### config.mk
export PLATFORM = sky130hd
export DESIGN_NAME = seq_alu_flat
export DESIGN_NICKNAME = d
export VERILOG_FILES = /design/src/rtl/alu_pkg.sv /design/src/rtl/seq_alu_if.sv /design/src/rtl/seq_alu_iter.sv /design/src/rtl/seq_alu.sv /design/src/flat_wrapper.sv
export SDC_FILE = /design/constraint.sdc
export NUM_CORES = 1
export LEC_CHECK = 0
export ABC_AREA = 0
export CAP_MARGIN = 20
export CORE_MARGIN = 10
export CORE_UTILIZATION = 30
export DETAILED_ROUTE_END_ITERATION = 10
export PLACE_DENSITY = 0.57
export SYNTH_ARGS = -nofsm -noshare
export SYNTH_HDL_FRONTEND = slang
export SYNTH_HIERARCHICAL = 1
export SYNTH_SLANG_ARGS = --single-unit
### constraint.sdc
create_clock -name clk -period 2.6 [get_ports clk]
set_input_delay 0.26 -clock clk [delete_from_list [all_inputs] [get_ports clk]]
set_output_delay 0.26 -clock clk [all_outputs]
set_load 0.02 [all_outputs]
### src/rtl/alu_pkg.sv
// alu_pkg: shared definitions for the sequential ALU slice.
//   op_t    - operation codes carried on the 3-bit op bus (5..7 yield zero)
//   state_t - control FSM states
//   add_sub_ovf() - signed overflow from operand/result sign bits
package alu_pkg;

  typedef enum logic [2:0] {
    OP_ADD = 3'd0,
    OP_SUB = 3'd1,
    OP_MUL = 3'd2,
    OP_DIV = 3'd3,
    OP_MOD = 3'd4
  } op_t;

  typedef enum logic [1:0] {
    ST_IDLE = 2'd0,
    ST_CALC = 2'd1,
    ST_FIX  = 2'd2
  } state_t;

  // Subtraction is addition of the negated operand, so its effective
  // sign is the inverted sign of B.
  function automatic logic add_sub_ovf(input logic sa, input logic sb,
                                       input logic sr, input logic is_sub);
    logic sb_eff;
    sb_eff = sb ^ is_sub;
    return (sa == sb_eff) && (sr != sa);
  endfunction

endpackage

### src/rtl/seq_alu_if.sv
// seq_alu_if: operation request / result bus of seq_alu.
//   start, op, tmp1, tmp2, oe            - driven by the controller (master)
//   busy, done, result, zero, carry,
//   sign, div_zero                       - driven by the ALU (slave)
interface seq_alu_if #(
  parameter int WIDTH = 16
) ();

  logic             start;
  logic [2:0]       op;
  logic [WIDTH-1:0] tmp1;
  logic [WIDTH-1:0] tmp2;
  logic             oe;
  logic             busy;
  logic             done;
  logic [WIDTH-1:0] result;
  logic             zero;
  logic             carry;
  logic             sign;
  logic             div_zero;

  modport master (
    output start, op, tmp1, tmp2, oe,
    input  busy, done, result, zero, carry, sign, div_zero
  );

  modport slave (
    input  start, op, tmp1, tmp2, oe,
    output busy, done, result, zero, carry, sign, div_zero
  );

endinterface

### src/rtl/seq_alu_iter.sv
// seq_alu_iter: unsigned magnitude datapath, one bit per step.
//   clk, reset     - clock, synchronous active-high reset
//   load           - load a_mag into acc_lo, b_mag into the operand reg, clear acc_hi
//   step           - perform one shift-add (is_div=0) or restoring-divide (is_div=1) step
//   a_mag, b_mag   - operand magnitudes
//   acc_hi, acc_lo - multiply: {acc_hi,acc_lo} is the 2*WIDTH product;
//                    divide: acc_lo is the quotient, acc_hi the remainder
module seq_alu_iter #(
  parameter int WIDTH = 16
) (
  input  logic             clk,
  input  logic             reset,
  input  logic             load,
  input  logic             step,
  input  logic             is_div,
  input  logic [WIDTH-1:0] a_mag,
  input  logic [WIDTH-1:0] b_mag,
  output logic [WIDTH-1:0] acc_hi,
  output logic [WIDTH-1:0] acc_lo
);

  logic [WIDTH-1:0] b_q;
  logic [WIDTH:0]   add_sum;
  logic [WIDTH:0]   part;
  logic [WIDTH-1:0] trial;
  logic             ge;

  always_comb begin
    // Multiply: add the multiplicand when the current multiplier bit is set;
    // the carry shifts back into acc_hi on the right shift.
    add_sum = {1'b0, acc_hi} + (acc_lo[0] ? {1'b0, b_q} : '0);
    // Divide: bring the next dividend bit into the partial remainder.
    part    = {acc_hi, acc_lo[WIDTH-1]};
    ge      = (part >= {1'b0, b_q});
    // Only used when ge, where the difference is below b_q and fits WIDTH bits.
    trial   = part[WIDTH-1:0] - b_q;
  end

  always_ff @(posedge clk) begin
    if (reset) begin
      acc_hi <= '0;
      acc_lo <= '0;
      b_q    <= '0;
    end else if (load) begin
      acc_hi <= '0;
      acc_lo <= a_mag;
      b_q    <= b_mag;
    end else if (step) begin
      if (is_div) begin
        acc_hi <= ge ? trial : part[WIDTH-1:0];
        acc_lo <= {acc_lo[WIDTH-2:0], ge};
      end else begin
        acc_hi <= add_sum[WIDTH:1];
        acc_lo <= {add_sum[0], acc_lo[WIDTH-1:1]};
      end
    end
  end

endmodule

### src/rtl/seq_alu.sv
// seq_alu: multi-cycle signed ALU with start/busy/done handshake.
//   clk    - system clock, rising edge
//   reset  - synchronous, active-high; aborts any operation, clears outputs
//   bus    - seq_alu_if.slave: start/op/tmp1/tmp2/oe in,
//            busy/done/result/zero/carry/sign/div_zero out
// add/sub/other ops and divide-by-zero complete on the accepting edge;
// mul/div/mod iterate WIDTH steps in seq_alu_iter, then a FIX cycle applies
// the sign. Define SEQ_ALU_FAST_MUL_EN to move mul onto the single-cycle path.
module seq_alu
  import alu_pkg::*;
#(
  parameter int WIDTH = 16
) (
  input  logic     clk,
  input  logic     reset,
  seq_alu_if.slave bus
);

  localparam int CNT_W = $clog2(WIDTH) + 1;

  state_t           state_q, state_d;
  op_t              op_q;
  logic             a_neg_q, b_neg_q;
  logic [CNT_W-1:0] cnt_q;

  logic [WIDTH-1:0] res_q;
  logic             zero_q, carry_q, sign_q, dz_q, done_q;

  logic             accept, it_load, it_step, last_step;
  logic             iter_op;
  logic [WIDTH-1:0] sc_res;
  logic             sc_carry, sc_dz;
  logic [WIDTH-1:0] sum, diff;
  logic [WIDTH-1:0] a_mag, b_mag;

  logic [WIDTH-1:0]   acc_hi, acc_lo;
  logic               res_neg;
  logic [2*WIDTH-1:0] prod_signed;
  logic [WIDTH-1:0]   fx_res;
  logic               fx_carry;

  // Full signed product fits WIDTH bits only if its upper WIDTH+1 bits
  // are a pure sign extension.
  function automatic logic prod_ovf(input logic [2*WIDTH-1:0] p);
    return !((p[2*WIDTH-1:WIDTH-1] == '0) || (p[2*WIDTH-1:WIDTH-1] == '1));
  endfunction

  // ---------------------------------------------------------------
  // Single-cycle path: evaluated on the live bus operands at accept
  // ---------------------------------------------------------------
`ifdef SEQ_ALU_FAST_MUL_EN
  logic [2*WIDTH-1:0] fast_prod;
  assign fast_prod = $signed({{WIDTH{bus.tmp1[WIDTH-1]}}, bus.tmp1})
                   * $signed({{WIDTH{bus.tmp2[WIDTH-1]}}, bus.tmp2});
`endif

  always_comb begin
    sc_res   = '0;
    sc_carry = 1'b0;
    sc_dz    = 1'b0;
    iter_op  = 1'b0;
    sum      = bus.tmp1 + bus.tmp2;
    diff     = bus.tmp1 - bus.tmp2;
    case (op_t'(bus.op))
      OP_ADD: begin
        sc_res   = sum;
        sc_carry = add_sub_ovf(bus.tmp1[WIDTH-1], bus.tmp2[WIDTH-1],
                               sum[WIDTH-1], 1'b0);
      end
      OP_SUB: begin
        sc_res   = diff;
        sc_carry = add_sub_ovf(bus.tmp1[WIDTH-1], bus.tmp2[WIDTH-1],
                               diff[WIDTH-1], 1'b1);
      end
      OP_MUL: begin
`ifdef SEQ_ALU_FAST_MUL_EN
        sc_res   = fast_prod[WIDTH-1:0];
        sc_carry = prod_ovf(fast_prod);
`else
        iter_op  = 1'b1;
`endif
      end
      OP_DIV: begin
        if (bus.tmp2 == '0) sc_dz = 1'b1;
        else                iter_op = 1'b1;
      end
      OP_MOD: begin
        if (bus.tmp2 == '0) begin
          sc_res = bus.tmp1;
          sc_dz  = 1'b1;
        end else begin
          iter_op = 1'b1;
        end
      end
      default: ;
    endcase
  end

  assign a_mag = bus.tmp1[WIDTH-1] ? ('0 - bus.tmp1) : bus.tmp1;
  assign b_mag = bus.tmp2[WIDTH-1] ? ('0 - bus.tmp2) : bus.tmp2;

  // ---------------------------------------------------------------
  // Control FSM
  // ---------------------------------------------------------------
  assign last_step = (cnt_q == CNT_W'(WIDTH - 1));

  always_ff @(posedge clk) begin
    if (reset) state_q <= ST_IDLE;
    else       state_q <= state_d;
  end

  always_comb begin
    state_d = state_q;
    accept  = 1'b0;
    it_load = 1'b0;
    it_step = 1'b0;
    case (state_q)
      ST_IDLE: begin
        if (bus.start) begin
          accept = 1'b1;
          if (iter_op) begin
            it_load = 1'b1;
            state_d = ST_CALC;
          end
        end
      end
      ST_CALC: begin
        it_step = 1'b1;
        if (last_step) state_d = ST_FIX;
      end
      ST_FIX:  state_d = ST_IDLE;
      default: state_d = ST_IDLE;
    endcase
  end

  seq_alu_iter #(
    .WIDTH (WIDTH)
  ) u_iter (
    .clk    (clk),
    .reset  (reset),
    .load   (it_load),
    .step   (it_step),
    .is_div (op_q != OP_MUL),
    .a_mag  (a_mag),
    .b_mag  (b_mag),
    .acc_hi (acc_hi),
    .acc_lo (acc_lo)
  );

  // ---------------------------------------------------------------
  // Sign fix-up of the magnitude results
  // ---------------------------------------------------------------
  always_comb begin
    fx_res      = '0;
    fx_carry    = 1'b0;
    res_neg     = a_neg_q ^ b_neg_q;
    prod_signed = res_neg ? ('0 - {acc_hi, acc_lo}) : {acc_hi, acc_lo};
    case (op_q)
      OP_MUL: begin
        fx_res   = prod_signed[WIDTH-1:0];
        fx_carry = prod_ovf(prod_signed);
      end
      OP_DIV: begin
        fx_res   = res_neg ? ('0 - acc_lo) : acc_lo;
        // Only a positive quotient of magnitude 2^(WIDTH-1) (MIN / -1)
        // is unrepresentable.
        fx_carry = !res_neg && acc_lo[WIDTH-1];
      end
      OP_MOD: fx_res = a_neg_q ? ('0 - acc_hi) : acc_hi;
      default: ;
    endcase
  end

  // ---------------------------------------------------------------
  // Operation latch, counter, result and flag registers
  // ---------------------------------------------------------------
  always_ff @(posedge clk) begin
    if (reset) begin
      op_q    <= OP_ADD;
      a_neg_q <= 1'b0;
      b_neg_q <= 1'b0;
      cnt_q   <= '0;
      res_q   <= '0;
      zero_q  <= 1'b0;
      carry_q <= 1'b0;
      sign_q  <= 1'b0;
      dz_q    <= 1'b0;
      done_q  <= 1'b0;
    end else begin
      done_q <= 1'b0;
      if (accept) begin
        op_q    <= op_t'(bus.op);
        a_neg_q <= bus.tmp1[WIDTH-1];
        b_neg_q <= bus.tmp2[WIDTH-1];
        cnt_q   <= '0;
        dz_q    <= sc_dz;
        if (!iter_op) begin
          res_q   <= sc_res;
          carry_q <= sc_carry;
          zero_q  <= (sc_res == '0);
          sign_q  <= sc_res[WIDTH-1];
          done_q  <= 1'b1;
        end
      end else if (state_q == ST_CALC) begin
        cnt_q <= cnt_q + CNT_W'(1);
      end else if (state_q == ST_FIX) begin
        res_q   <= fx_res;
        carry_q <= fx_carry;
        zero_q  <= (fx_res == '0);
        sign_q  <= fx_res[WIDTH-1];
        done_q  <= 1'b1;
      end
    end
  end

  assign bus.busy     = (state_q != ST_IDLE);
  assign bus.done     = done_q;
  assign bus.result   = bus.oe ? res_q : '0;
  assign bus.zero     = zero_q;
  assign bus.carry    = carry_q;
  assign bus.sign     = sign_q;
  assign bus.div_zero = dz_q;

endmodule

### src/flat_wrapper.sv
// flat-port wrapper written by rule: the top's interface ports become plain ports
module seq_alu_flat import alu_pkg::*;
#(
  parameter int WIDTH = 16
)
  (clk, reset, bus_start, bus_op, bus_tmp1, bus_tmp2, bus_oe, bus_busy, bus_done, bus_result, bus_zero, bus_carry, bus_sign, bus_div_zero);
  seq_alu_if #(.WIDTH(WIDTH)) bus_i ();
  input  logic clk;
  input  logic reset;
  input wire logic [$bits(bus_i.start)-1:0] bus_start;
  input wire logic [$bits(bus_i.op)-1:0] bus_op;
  input wire logic [$bits(bus_i.tmp1)-1:0] bus_tmp1;
  input wire logic [$bits(bus_i.tmp2)-1:0] bus_tmp2;
  input wire logic [$bits(bus_i.oe)-1:0] bus_oe;
  output wire logic [$bits(bus_i.busy)-1:0] bus_busy;
  output wire logic [$bits(bus_i.done)-1:0] bus_done;
  output wire logic [$bits(bus_i.result)-1:0] bus_result;
  output wire logic [$bits(bus_i.zero)-1:0] bus_zero;
  output wire logic [$bits(bus_i.carry)-1:0] bus_carry;
  output wire logic [$bits(bus_i.sign)-1:0] bus_sign;
  output wire logic [$bits(bus_i.div_zero)-1:0] bus_div_zero;
  assign bus_i.start = bus_start;
  assign bus_i.op = bus_op;
  assign bus_i.tmp1 = bus_tmp1;
  assign bus_i.tmp2 = bus_tmp2;
  assign bus_i.oe = bus_oe;
  assign bus_busy = bus_i.busy;
  assign bus_done = bus_i.done;
  assign bus_result = bus_i.result;
  assign bus_zero = bus_i.zero;
  assign bus_carry = bus_i.carry;
  assign bus_sign = bus_i.sign;
  assign bus_div_zero = bus_i.div_zero;
  seq_alu #(.WIDTH(WIDTH)) u_core (.clk(clk), .reset(reset), .bus(bus_i));
endmodule
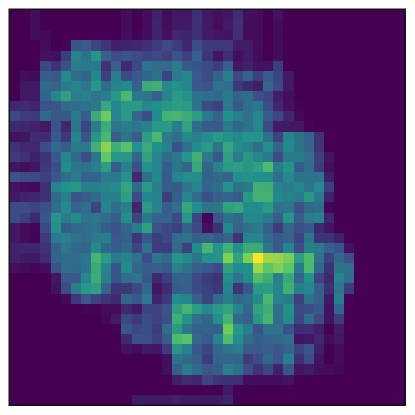
Fig. 1. Wire density map (run 1).
(2 px per µm) The die is cut into 39 by 39 equal tiles; dark purple is low, yellow is high, scaled to the fullest tile. Values are wire area over tile area, all layers added.
nearly empty tiles = 35%
mean over tiles = 0.15
densest ninth of the die = middle
tiles over half the peak = 9.3%
emptiest ninth of the die = top right
fullest tile = 0.76

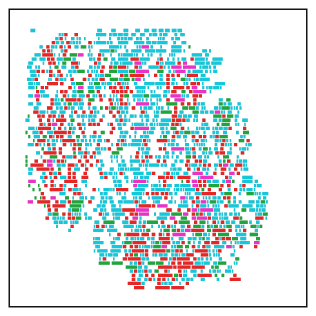
Fig. 2. Drive-strength map (run 1).
(1.5 px per µm)
x1 and smaller -> cyan  # cells 1050, share 63%
x6 and larger -> magenta  # cells 51, share 3.1%
x2 -> green  # cells 146, share 8.7%
x3 and x4 -> red  # cells 424, share 25%
P&R area growth vs syn: 55.38%
post-route setup slack: -0.2368 ns
Buffers, non-clock: 436

==> impl_metrics.toml, run 1 <==
# flow metrics
[sta]
fin_tns_setup_ns = -1.260
hold_viol_final = 0
drv_slew = 0
tightest_slew_ns = 0.6527
rsz0062_at_grt = "yes"
max_slew_margin_pct = 56.49
worst_slack_ns = -0.2368
setup-violations-final = 17
fmax_mhz = 352.5
fin_crit_sh_pct = 109.1
fin_worst_skew_ns = 0.009960
period_minus_slack_ns = 2.837

[setup_path]
slowest_stage = "or4_4"
cp-start-kind = "flip-flop"
cp_cell_sequence = "or4_4 -> or3_4 -> o41ai_2 -> xor2_1 -> nand2_1 -> nor4_1 -> nand4_1 -> nand3_2 -> o31ai_2"
crit_family = "simple AND/OR/NAND/NOR gates"
crit_arrival_ns = 3.08
worst-path-buf-inv = 0
end_kind = "flip-flop"
rr_worst_depth = 9
crit_required_ns = 2.84
criticalPathCategory = "reg -> reg"
cp_max_fo = 8
crit_cells = 9
crit_path_max_incr_delay_ns = 0.52

[global_routing]
grt_pass1_vias = 10694
grtUsageTotal_pct = 18.58
grt_pass1_wl_um = 58160
grt_overflow = 0
grt_max_degree = 50
antenna_found_initial = 0

[yosys]
top_cells_by_area = "dfxtp_1 (17%), ha_1 (9.2%), nor2_1 (6.1%), xnor2_1 (5.6%), a21oi_1 (5.4%)"
ff_type = "dfxtp_1"
top_cell_area_share_pct = 16.99
synth_cell_types = 91
top_cell = "nor2_1"
syn_area_per_cell_um2 = 7.296
ys_cells = 1292
top_cells_by_count = "nor2_1 (153), a21oi_1 (102), nand2_1 (96)"
netlist_instances = 1292
synthArstFlopShare_pct = 0
numSynthFlops = 80
yosysTopAreaCell = "dfxtp_1"
fp_nets = 1404
yosysWarnings = 6
synth_area_mm2 = 0.009427
ys_area_mm2 = 0.009427
ys_seq_share_pct = 16.99
edf_count = 0

[clock_network]
clock_path_buffers = 2
clk_latency_ns = 0.35
root_buffer = "clkbuf_16"
cts_max_level = 3
numClockSinks = 80
numCtsBuffers = 9
tritoncts = "built"
clkTransAtPathRegs_ns = 0.07

[routing]
routed_wl_um = 37610
post_drt_wl_per_cell_um = 18.20
drtPass1Iterations = 5
drc = 0
drtAntennaViolNets = 0
drt-initial-drc-count = 674
via_count = 11114
vias_per_cell = 5.377

[final_layout]
num-nets-final = 1778
final_core_util_pct = 47.51
drive_gt1_share_pct = 37.16
antenna_cells = 0

[hold_path]
hp-class = "in -> reg"
hold_depth = 2

[place]
place_congestion = 0.9552
place_hpwl_um = 29450
port_buffers = 60

[flow_run]
maxCapViolations = 0
log.warning_count = 45

[die]
rows = 64
core_mm2 = 0.03083
ioPinCount = 61
initCoreUtil_pct = 30.58
die_h_um = 197.3
die-area_mm2 = 0.03891
die_w_um = 197.3

[run_status]
violations = "negative setup slack"
outcome = "finished, violations left"

[power_and_ir_drop]
ir_worst_vdd_v = 0.0003363
p_per_area_mw_per_mm2 = 445.4
leakage_nw = 6.196
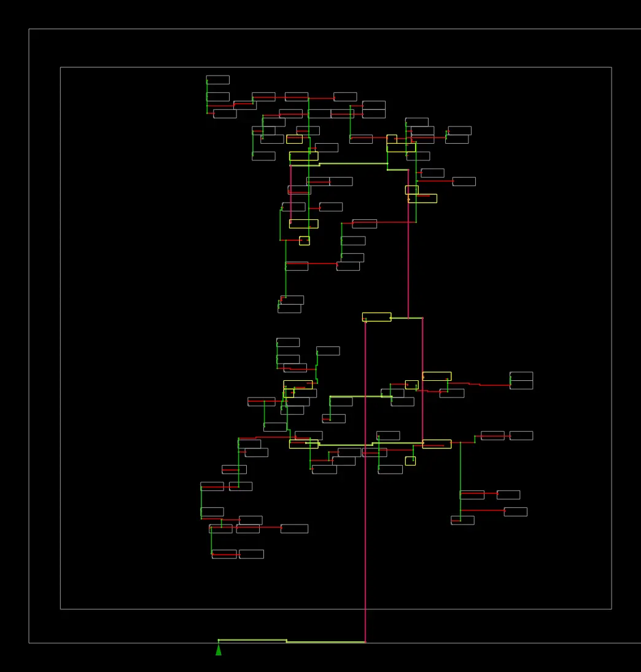
Fig. 3. Clock nets (run 1).
P_clk: 0.00129 W
# clk buffers: 10

[run 1: area by class of cell]
cell class,instances,area [µm²]
Clock buffer,10,239.0
Clock inverter,6,57.56
Fill cell,2942,16180
Inverter,66,251.5
Multi-Input combinational cell,1073,8368
Sequential cell,80,1625
Tap cell,396,495.5
Timing Repair Buffer,436,3610
[run 1: through the flow]
step,worst slack [ns],power [W],instance area (µm²),hold slack (ns),std cells
floorplan,-0.1080,0.003313,9544,0.3944,1292
global placement,-0.8728,0.004620,12850,0.4398,1996
global route,-0.3357,0.006901,14650,0.2982,2067
detailed placement,-0.9248,0.004631,12850,0.4475,1996
CTS,-0.2021,0.006159,14000,0.2815,2042
finish,-0.2368,0.006523,14650,0.2874,2067
[run 1: cells by family (layout without fill, tap and decap cells)]
family                     count (synthesis)  count (layout)  synth area share, %
adders and majority gates                 73              73                10.01
buffers and inverters                    139             518                5.787
DFF                                       80              80                16.99
AOI/OAI and AO/OA                        389             389                28.34
xor gates and xnor gates                  96              96                8.919
muxes                                     50              50                5.508
and+or+nand+nor                          465             465                24.45
[run 1: final timing paths]
| check | slack [ns] | to | startpoint |
|---|---|---|---|
| max reg2reg | -0.24 | u_core/bus.carry$_SDFFE_PP0P_ | u_core/u_iter/acc_lo[13]$_SDFFE_PP0P_ |
| max | -0.24 | u_core/bus.carry$_SDFFE_PP0P_ | u_core/u_iter/acc_lo[13]$_SDFFE_PP0P_ |
| min reg2reg | 0.46 | u_core/res_q[10]$_SDFFE_PP0P_ | u_core/res_q[10]$_SDFFE_PP0P_ |
| min | 0.29 | u_core/u_iter/acc_lo[1]$_SDFFE_PP0P_ | reset |
[run 1: layer usage]
| layer | vias to the layer above | share of wire [%] | track usage (%) |
|---|---|---|---|
| met2 | 308 | 47 | 30.94 |
| met5 | - | 0 | 0 |
| met4 | 0 | 3.4 | 7.263 |
| met1 | 5276 | 45 | 23.62 |
| met3 | 70 | 4.8 | 2.777 |
| li1 | 5460 | - | - |
[run 1: repair_timing]
action,4_1_cts,5_1_grt
cloned,1,1
hold buffers,0,0
endpoints found under the setup margin,64,47
gates resized,172,125
setup buffers,32,30
pin swaps,61,79
[run 1: cell usage in the layout (no fill, tap or decap), types with 12 or more instances in the layout]
cell and count:
o211ai_1 12, xnor2_1 59, nand3_1 17, a21oi_2 15, o21ai_0 41, ha_1 40, nand2_1 93, ha_4 23
buf_6 24, a21o_1 14, or3_1 15, nor2_1 143, nand2b_1 14, dfxtp_1 67, o31ai_1 18, inv_1 56
a21oi_1 85, xor2_1 34, buf_4 344, clkdlybuf4s50_1 36, o21ai_1 15, o22ai_1 12, a211oi_1 26, mux2i_1 43
nand4_1 13, nor3_1 31, and2_1 33
[run 1: registers in the layout, summed over array words and instances, names as in the netlist, 2 cells and up]
signal and flops:
u_core/res_q 16, u_core/u_iter/acc_hi 16, u_core/u_iter/acc_lo 16, u_core/cnt_q 5, u_core/state_q 2, u_core/op_q 3
u_core/u_iter/b_q 16
[run 1: where the power goes]
part           leakage, nW  total, W  internal [W]  switching, W
logic                 5.39   0.00386       0.00194       0.00192
clock network        0.148   0.00129      0.000699      0.000587
registers            0.659   0.00138       0.00131     0.0000710
total                 6.20   0.00652       0.00394       0.00258
==> run 1 -> run 2 <==
- CAP_MARGIN: 20 -> default
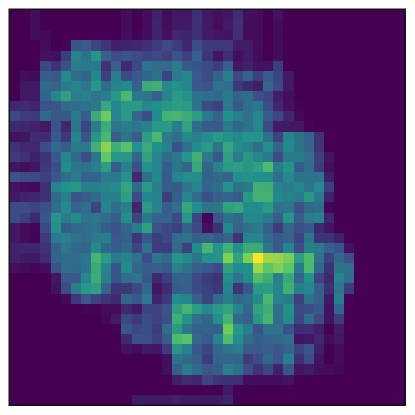
Fig. 4. Wire density map (run 2).
(2 px per µm) The die is cut into 39 by 39 equal tiles; dark purple is low, yellow is high, scaled to the fullest tile. Values are wire area over tile area, all layers added.
tiles over half the peak = 9.3%
densest ninth of the die = middle
nearly empty tiles = 35%
fullest tile = 0.76
mean over tiles = 0.15

==> impl_metrics.toml, run 2 <==
# flow metrics
[run_status]
outcome = "finished, violations left"
violations = "negative setup slack"

[yosys]
synth_cell_types = 91
yosysWarnings = 6
fp_nets = 1404
synthArstFlopShare_pct = 0
yosysTopAreaCell = "dfxtp_1"
numSynthFlops = 80
top_cells_by_area = "dfxtp_1 (17%), ha_1 (9.2%), nor2_1 (6.1%), xnor2_1 (5.6%), a21oi_1 (5.4%)"
ys_cells = 1292
ys_seq_share_pct = 16.99
top_cells_by_count = "nor2_1 (153), a21oi_1 (102), nand2_1 (96)"
synth_area_mm2 = 0.009427
syn_area_per_cell_um2 = 7.296
edf_count = 0
ff_type = "dfxtp_1"
top_cell_area_share_pct = 16.99
ys_area_mm2 = 0.009427
netlist_instances = 1292

[setup_path]
cp_max_fo = 8
crit_path_max_incr_delay_ns = 0.52
crit_arrival_ns = 3.08
criticalPathCategory = "reg -> reg"
slowest_stage = "or4_4"
cp_cell_sequence = "or4_4 -> or3_4 -> o41ai_2 -> xor2_1 -> nand2_1 -> nor4_1 -> nand4_1 -> nand3_2 -> o31ai_2"
end_kind = "flip-flop"
cp-start-kind = "flip-flop"
crit_required_ns = 2.84

[die]
die-area_mm2 = 0.03891
rows = 64
ioPinCount = 61
die_h_um = 197.3
initCoreUtil_pct = 30.58
core_mm2 = 0.03083
die_w_um = 197.3

[routing]
routed_wl_um = 37610
drtAntennaViolNets = 0
drc = 0
drt-initial-drc-count = 674
via_count = 11114
vias_per_cell = 5.377
drtPass1Iterations = 5
post_drt_wl_per_cell_um = 18.20

[global_routing]
grtUsageTotal_pct = 18.58
grt_pass1_vias = 10694
grt_pass1_wl_um = 58160
antenna_found_initial = 0
grt_max_degree = 50
grt_overflow = 0

[power_and_ir_drop]
pwr-share-clk_pct = 19.7
switchingPower_w = 0.002580
p_per_area_mw_per_mm2 = 445.4
leakage_nw = 6.196
p_int_w = 0.003943
ir_worst_vdd_v = 0.0003363
p_seq_share_pct = 21.1
finalPower_w = 0.006523
netSwitchingFraction_pct = 39.55

[sta]
fin_tns_setup_ns = -1.260
max_slew_margin_pct = 56.49
fin_worst_skew_ns = 0.009960
fmax_mhz = 352.5
hold_viol_final = 0
period_minus_slack_ns = 2.837
tightest_slew_ns = 0.6527
fin_crit_sh_pct = 109.1
worst_slack_ns = -0.2368
fin_hold_ws_ns = 0.2874
setup-violations-final = 17

[hold_path]
hp-start = "reset"
hp-class = "in -> reg"

[clock_network]
clkTransAtPathRegs_ns = 0.07
root_buffer = "clkbuf_16"
numClockSinks = 80
tritoncts = "built"
clk_latency_ns = 0.35
cts_max_level = 3
clock_path_buffers = 2

[final_layout]
layout.cells.non_filler = 2067
num-nets-final = 1778
drive_gt1_share_pct = 37.16
layout_top_cell = "buf_4"
area_growth_pct = 55.38
lay_top_cells = "buf_4 (344), nor2_1 (143), nand2_1 (93)"

[place]
placedCellCount = 1996
port_buffers = 60
place_ws_ns = -0.9248
place_congestion = 0.9552
place_hpwl_um = 29450

[flow_run]
maxCapViolations = 0
log.warning_count = 45
## run 2: cell counts after synthesis
Identical to the previous run, type by type.
## run 2: metrics by stage
step                area, µm²  utilization (%)
global placement        12850            41.67
CTS                     14000            45.40
detailed placement      12850            41.67
global route            14650            47.51
finish                  14650            47.51
floorplan                9544                -
## run 2: worst paths after layout
kind	endpoint	slack, ns	cells after the start
max reg2reg	u_core/bus.carry$_SDFFE_PP0P_	-0.24	9
min reg2reg	u_core/res_q[10]$_SDFFE_PP0P_	0.46	2
max	u_core/bus.carry$_SDFFE_PP0P_	-0.24	9
min	u_core/u_iter/acc_lo[1]$_SDFFE_PP0P_	0.29	2
## run 2: logic make-up after synthesis
logic type,after synthesis,synth area share (%)
buffers and inverters,139,5.787
XOR/XNOR,96,8.919
AND/OR/NAND/NOR,465,24.45
AND-OR/OR-AND,389,28.34
multiplexers,50,5.508
adder cells (fa/ha/maj),73,10.01
flip-flops,80,16.99
## run 2: power groups by stage
| stage | sequential [W] | combinational, W | clock [W] |
|---|---|---|---|
| CTS | 0.00137 | 0.00348 | 0.00131 |
| global route | 0.00138 | 0.00416 | 0.00136 |
| floorplan | 0.00142 | 0.00190 | 0 |
| finish | 0.00138 | 0.00386 | 0.00129 |
| global placement | 0.00140 | 0.00322 | 0 |
| detailed placement | 0.00140 | 0.00323 | 0 |
## run 2: cell type report
class                      instances  area [µm²]
tap                              396       495.5
sequential                        80        1625
timing repair buffer             436        3610
multi-input combinational       1073        8368
inverter                          66       251.5
clock inverter                     6       57.56
fill                            2942       16180
clock buffer                      10       239.0
## run 2: layer usage
metal / global-route usage (%) / part of all wire, %
met1: 23.62 / 45
met3: 2.777 / 4.8
met2: 30.94 / 47
met4: 7.263 / 3.4
met5: 0 / 0
## run 2: repair_timing
item                       CTS  global route
pin swaps                   61            79
gates cloned                 1             1
setup buffers               32            30
hold buffers                 0             0
setup endpoints to repair   64            47
resized                    172           125
## run 2: worst max-delay path, delay by kind of cell (launching register included)
kind / cells / cell delay (ns)
flops: 1 / 0.32
xor+xnor: 1 / 0.21
simple gates: 6 / 1.74
compound gates: 2 / 0.47
Power figures rest on the tool's default switching activity, not on a simulated workload.
